<file path="config.mk">
export PLATFORM = sky130hd
export DESIGN_NAME = wb_arb_conbus
export DESIGN_NICKNAME = d
export VERILOG_FILES = /design/src/rtl/wb_conbus_pkg.sv /design/src/rtl/wb_rr_arbiter.sv /design/src/rtl/wb_arb_conbus.sv
export SDC_FILE = /design/constraint.sdc
export NUM_CORES = 1
export LEC_CHECK = 0
export CAP_MARGIN = 20
export CORE_AREA = 2 2 205 207
export CTS_CLUSTER_DIAMETER = 80
export CTS_CLUSTER_SIZE = 40
export DETAILED_ROUTE_END_ITERATION = 8
export DIE_AREA = 0 0 207 209
export GPL_TIMING_DRIVEN = 0
export SLEW_MARGIN = 20
export SYNTH_ARGS = -nofsm -noshare
export SYNTH_HDL_FRONTEND = slang
export SYNTH_SLANG_ARGS = --single-unit
</file>
<file path="constraint.sdc">
create_clock -name sys_clk -period 1.93 [get_ports sys_clk]
set_input_delay 0.2895 -clock sys_clk [delete_from_list [all_inputs] [get_ports sys_clk]]
set_output_delay 0.2895 -clock sys_clk [all_outputs]
set_load 0.005 [all_outputs]
</file>
<file path="src/rtl/wb_conbus_pkg.sv">
// Shared definitions for the Wishbone shared-bus interconnect.
//   state_t   : arbiter/bus FSM states (IDLE, GRANT, ERR)
//   WB_ADR_W  : Wishbone address width
//   WB_DAT_W  : Wishbone data width
//   WB_SEL_W  : Wishbone byte-select width
package wb_conbus_pkg;

  localparam int WB_ADR_W = 32;
  localparam int WB_DAT_W = 32;
  localparam int WB_SEL_W = 4;

  typedef enum logic [1:0] {
    IDLE  = 2'd0,
    GRANT = 2'd1,
    ERR   = 2'd2
  } state_t;

endpackage

</file>
<file path="src/rtl/wb_rr_arbiter.sv">
// Combinational round-robin selector.
//   req        : request vector, one bit per master
//   last_grant : index of the master granted most recently
//   grant      : first requesting index found searching upward from
//                last_grant+1 with wrap-around
//   valid      : at least one request is present
module wb_rr_arbiter #(
  parameter int NM = 4,
  parameter int GW = (NM > 1) ? $clog2(NM) : 1
) (
  input  logic [NM-1:0] req,
  input  logic [GW-1:0] last_grant,
  output logic [GW-1:0] grant,
  output logic          valid
);

  // Two priority groups: indices above last_grant beat those at or below it.
  // Each loop runs downward so the lowest index of a group is written last;
  // the second loop overrides the first, giving the upper group precedence.
  always_comb begin
    grant = '0;
    valid = 1'b0;
    for (int j = NM - 1; j >= 0; j--) begin
      if (req[j] && (GW'(j) <= last_grant)) begin
        grant = GW'(j);
        valid = 1'b1;
      end
    end
    for (int j = NM - 1; j >= 0; j--) begin
      if (req[j] && (GW'(j) > last_grant)) begin
        grant = GW'(j);
        valid = 1'b1;
      end
    end
  end

endmodule

</file>
<file path="src/rtl/wb_arb_conbus.sv">
// Wishbone shared-bus interconnect: NM masters arbitrated round-robin onto
// one shared bus that is address-decoded to NS slaves.
//   sys_clk, sys_rst          : clock, synchronous active-high reset
//   m_adr_i/m_dat_i/m_sel_i/
//   m_we_i/m_cyc_i/m_stb_i    : packed master requests (slice i = master i)
//   m_dat_o                   : read data returned to all masters
//   m_ack_o, m_err_o          : per-master acknowledge / error
//   s_adr_o/s_dat_o/s_sel_o/
//   s_we_o                    : shared slave-side request fields
//   s_cyc_o, s_stb_o          : per-slave cycle / strobe
//   s_dat_i, s_ack_i          : packed slave responses
// Optional feature: define WB_CONBUS_TIMEOUT_EN to add a watchdog that
// errors out a strobe left unacknowledged for TIMEOUT cycles.
module wb_arb_conbus
  import wb_conbus_pkg::*;
#(
  parameter int                      NM       = 4,
  parameter int                      NS       = 4,
  parameter int                      S_ADDR_W = 3,
  parameter logic [NS*S_ADDR_W-1:0]  S_ADDR   = {3'd3, 3'd2, 3'd1, 3'd0},
  parameter int                      TIMEOUT  = 255
) (
  input  logic                   sys_clk,
  input  logic                   sys_rst,
  input  logic [NM*WB_ADR_W-1:0] m_adr_i,
  input  logic [NM*WB_DAT_W-1:0] m_dat_i,
  input  logic [NM*WB_SEL_W-1:0] m_sel_i,
  input  logic [NM-1:0]          m_we_i,
  input  logic [NM-1:0]          m_cyc_i,
  input  logic [NM-1:0]          m_stb_i,
  output logic [WB_DAT_W-1:0]    m_dat_o,
  output logic [NM-1:0]          m_ack_o,
  output logic [NM-1:0]          m_err_o,
  output logic [WB_ADR_W-1:0]    s_adr_o,
  output logic [WB_DAT_W-1:0]    s_dat_o,
  output logic [WB_SEL_W-1:0]    s_sel_o,
  output logic                   s_we_o,
  output logic [NS-1:0]          s_cyc_o,
  output logic [NS-1:0]          s_stb_o,
  input  logic [NS*WB_DAT_W-1:0] s_dat_i,
  input  logic [NS-1:0]          s_ack_i
);

  localparam int GW = (NM > 1) ? $clog2(NM) : 1;
  localparam int SW = (NS > 1) ? $clog2(NS) : 1;

  state_t          state, state_nxt;
  logic [GW-1:0]   grant, grant_nxt;
  logic [GW-1:0]   last_grant, last_grant_nxt;
  logic [GW-1:0]   arb_grant;
  logic            arb_valid;

  logic [WB_ADR_W-1:0] g_adr;
  logic [WB_DAT_W-1:0] g_dat;
  logic [WB_SEL_W-1:0] g_sel;
  logic                g_we, g_cyc, g_stb;
  logic [SW-1:0]       sel_idx;
  logic                sel_hit;
  logic [WB_DAT_W-1:0] sel_dat;
  logic                sel_ack;
  logic                slave_en;
  logic                wd_expire;

  wb_rr_arbiter #(.NM(NM), .GW(GW)) u_arb (
    .req        (m_cyc_i),
    .last_grant (last_grant),
    .grant      (arb_grant),
    .valid      (arb_valid)
  );

  // Granted-master mux and address decode (lowest matching slave wins).
  always_comb begin
    g_adr = '0;
    g_dat = '0;
    g_sel = '0;
    g_we  = 1'b0;
    g_cyc = 1'b0;
    g_stb = 1'b0;
    for (int i = 0; i < NM; i++) begin
      if (grant == GW'(i)) begin
        g_adr = m_adr_i[i*WB_ADR_W +: WB_ADR_W];
        g_dat = m_dat_i[i*WB_DAT_W +: WB_DAT_W];
        g_sel = m_sel_i[i*WB_SEL_W +: WB_SEL_W];
        g_we  = m_we_i[i];
        g_cyc = m_cyc_i[i];
        g_stb = m_stb_i[i];
      end
    end

    sel_idx = '0;
    sel_hit = 1'b0;
    for (int k = NS - 1; k >= 0; k--) begin
      if (g_adr[WB_ADR_W-1 -: S_ADDR_W] == S_ADDR[k*S_ADDR_W +: S_ADDR_W]) begin
        sel_idx = SW'(k);
        sel_hit = 1'b1;
      end
    end

    sel_dat = '0;
    sel_ack = 1'b0;
    for (int k = 0; k < NS; k++) begin
      if (sel_idx == SW'(k)) begin
        sel_dat = s_dat_i[k*WB_DAT_W +: WB_DAT_W];
        sel_ack = s_ack_i[k];
      end
    end
  end

  // Bus outputs: slaves only see a cycle while GRANT holds a live master cycle.
  always_comb begin
    slave_en = (state == GRANT) && g_cyc && sel_hit;
    s_adr_o  = g_adr;
    s_dat_o  = g_dat;
    s_sel_o  = g_sel;
    s_we_o   = g_we;
    m_dat_o  = slave_en ? sel_dat : '0;
    for (int k = 0; k < NS; k++) begin
      s_cyc_o[k] = slave_en && (sel_idx == SW'(k));
      s_stb_o[k] = slave_en && g_stb && (sel_idx == SW'(k));
    end
    for (int i = 0; i < NM; i++) begin
      m_ack_o[i] = slave_en && g_stb && sel_ack && (grant == GW'(i));
      m_err_o[i] = (state == ERR) && (grant == GW'(i));
    end
  end

`ifdef WB_CONBUS_TIMEOUT_EN
  logic [15:0] wd_cnt;
  logic        wd_stall;

  // wd_cnt holds the number of earlier stalled cycles, so the strobe is
  // visible for exactly TIMEOUT cycles before ERR takes over.
  assign wd_stall  = slave_en && g_stb && !sel_ack;
  assign wd_expire = wd_stall && (wd_cnt == 16'(TIMEOUT - 1));

  always_ff @(posedge sys_clk) begin
    if (sys_rst) begin
      wd_cnt <= '0;
    end else if (wd_stall && !wd_expire) begin
      wd_cnt <= wd_cnt + 16'd1;
    end else begin
      wd_cnt <= '0;
    end
  end
`else
  assign wd_expire = 1'b0;
`endif

  always_comb begin
    state_nxt      = state;
    grant_nxt      = grant;
    last_grant_nxt = last_grant;
    case (state)
      IDLE: begin
        if (arb_valid) begin
          grant_nxt = arb_grant;
          state_nxt = GRANT;
        end
      end
      GRANT: begin
        if (!g_cyc) begin
          state_nxt      = IDLE;
          last_grant_nxt = grant;
        end else if (g_stb && !sel_hit) begin
          state_nxt = ERR;
        end else if (wd_expire) begin
          state_nxt = ERR;
        end
      end
      ERR:     state_nxt = GRANT;
      default: state_nxt = IDLE;
    endcase
  end

  always_ff @(posedge sys_clk) begin
    if (sys_rst) begin
      state      <= IDLE;
      grant      <= '0;
      last_grant <= GW'(NM - 1);
    end else begin
      state      <= state_nxt;
      grant      <= grant_nxt;
      last_grant <= last_grant_nxt;
    end
  end

endmodule

</file>
m2.png
Drawn at 1.5 px/um. Cells faint in the background.
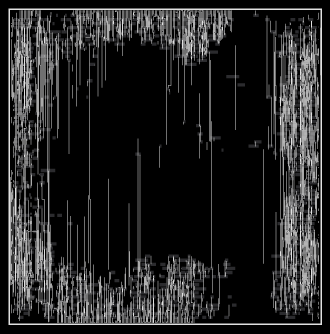
nets with wire on the layer	1305
longest straight run	124 um
main direction	vertical
GRT met2 Usage: 0.2646
overall routed net length: 33760 um

congestion_map.png
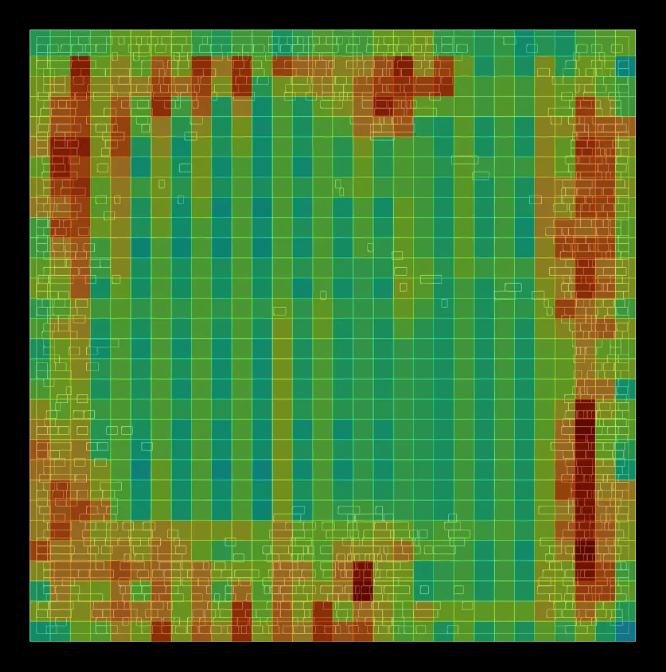
Routed WL per cell: 22.57 um
met1 Use GR: 0.1551
GR Util met3: 0.03637
busiest grt layer: met2
Total GRT Usage: 0.1417

==> Slide: Implementation Results <==
Implementation Results

Yosys
  • Mapped Area: 0.003316 mm^2
  • Top cells, area: mux4_2, a2111oi_2, mux2i_1
  • Area leader, netlist: mux4_2
  • Synth Instances: 306

Clock network
  • Cts hold-fix bufs: 0
  • Post-CTS Setup Inserts: 85
  • Clock sink count: 6
  • CTS resizes: 678
  • Clock buffer depth: 2

Power and ir drop
  • Sequential share of power: 0.032
  • Cell Pwr Density: 434.7 mW/mm^2
  • Clk pwr share: 0.066
  • Int Power: 0.003146 W
  • Lkg Pwr: 4.308 nW
  • P_clk: 0.000330 W
  • NetSw: 0.001851 W
  • Maximum vdd drop: 0.2427 mV
  • Sw Ratio: 0.3705

Die
  • Initial core utilization: 0.08030
  • Chip area: 0.04326 mm^2
  • Die width: 207 um
  • Die Span Y: 209 um
  • Core Region: 0.04129 mm^2

Min path
  • Min-delay worst type: flop to flop

Drt
  • Remaining DRCs: 0
  • Drt first pass iters: 4
  • DRT iter0 DRCs: 236
  • Metal3 WL: 2677 um

Cells and area
  • Largest cell class: buffers
  • Core Util, Final: 0.2784
  • Non-filler instance count after layout: 1496
  • Gate Area: 0.003730 mm^2
  • Top Layout Cells: clkdlybuf4s50_1, buf_2, mux4_2, buf_6, nor2_1
  • # fillers: 4295

Critical path
  • Required time of the critical path: 1.64 ns
  • Worst Path Arrival: 2.48 ns
  • R2R Setup Slk: -0.02 ns
  • Reg2Reg Depth: 8
  • Worst R2R Start: grant[0]
  • Crit path max fanout: 5
  • CP Capture Point: m_dat_o[20]
  • Crit path capture type: output pin

Place
  • Half-perimeter wire length after placement: 27130 um
  • Dpl cells: 1379

STA
  • Final setup viols: 114
  • Worst setup margin: -0.8420 ns
  • RSZ-0062 raised after global routing: yes
  • Slew @ Worst Pin: 0.3667 ns

Status
  • Outcome: finished with violations
  • Failing checks: setup timing
sizing.png
Drawn at 2 px/um.
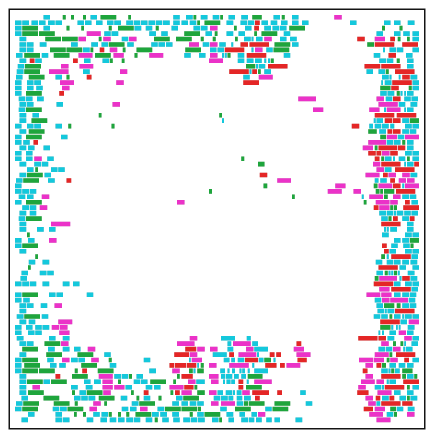
color	size	cells	share	most used
green	x2	193	20%	buf_2
magenta	x6 and larger	132	14%	buf_6
cyan	x1 and smaller	525	55%	clkdlybuf4s50_1
red	x3 and x4	104	11%	buf_4
Area Growth Syn to Fin: 246.6%
worst setup margin: -0.8420 ns
post-route design area: 0.01149 mm^2
Non-CTS buffers: 683

==> cell families after synthesis <==
logic type / count (synthesis) / synth area share
buffers and inverters: 39 / 0.06226
AND-OR/OR-AND: 46 / 0.1687
flip-flops: 6 / 0.03623
AND/OR/NAND/NOR: 110 / 0.1475
multiplexers: 105 / 0.5853
==> critical path: stages (launching register included) <==
cell and delay, ns:
dfxtp_4 0.36, mux4_2 0.60, buf_6 0.17, buf_6 0.10, o21ba_4 0.20, buf_12 0.14
buf_8 0.13, buf_8 0.14, buf_12 0.12, nor2_4 0.10, a2111oi_4 0.04, buf_2 0.15
Power figures rest on the tool's default switching activity, not on a simulated workload.
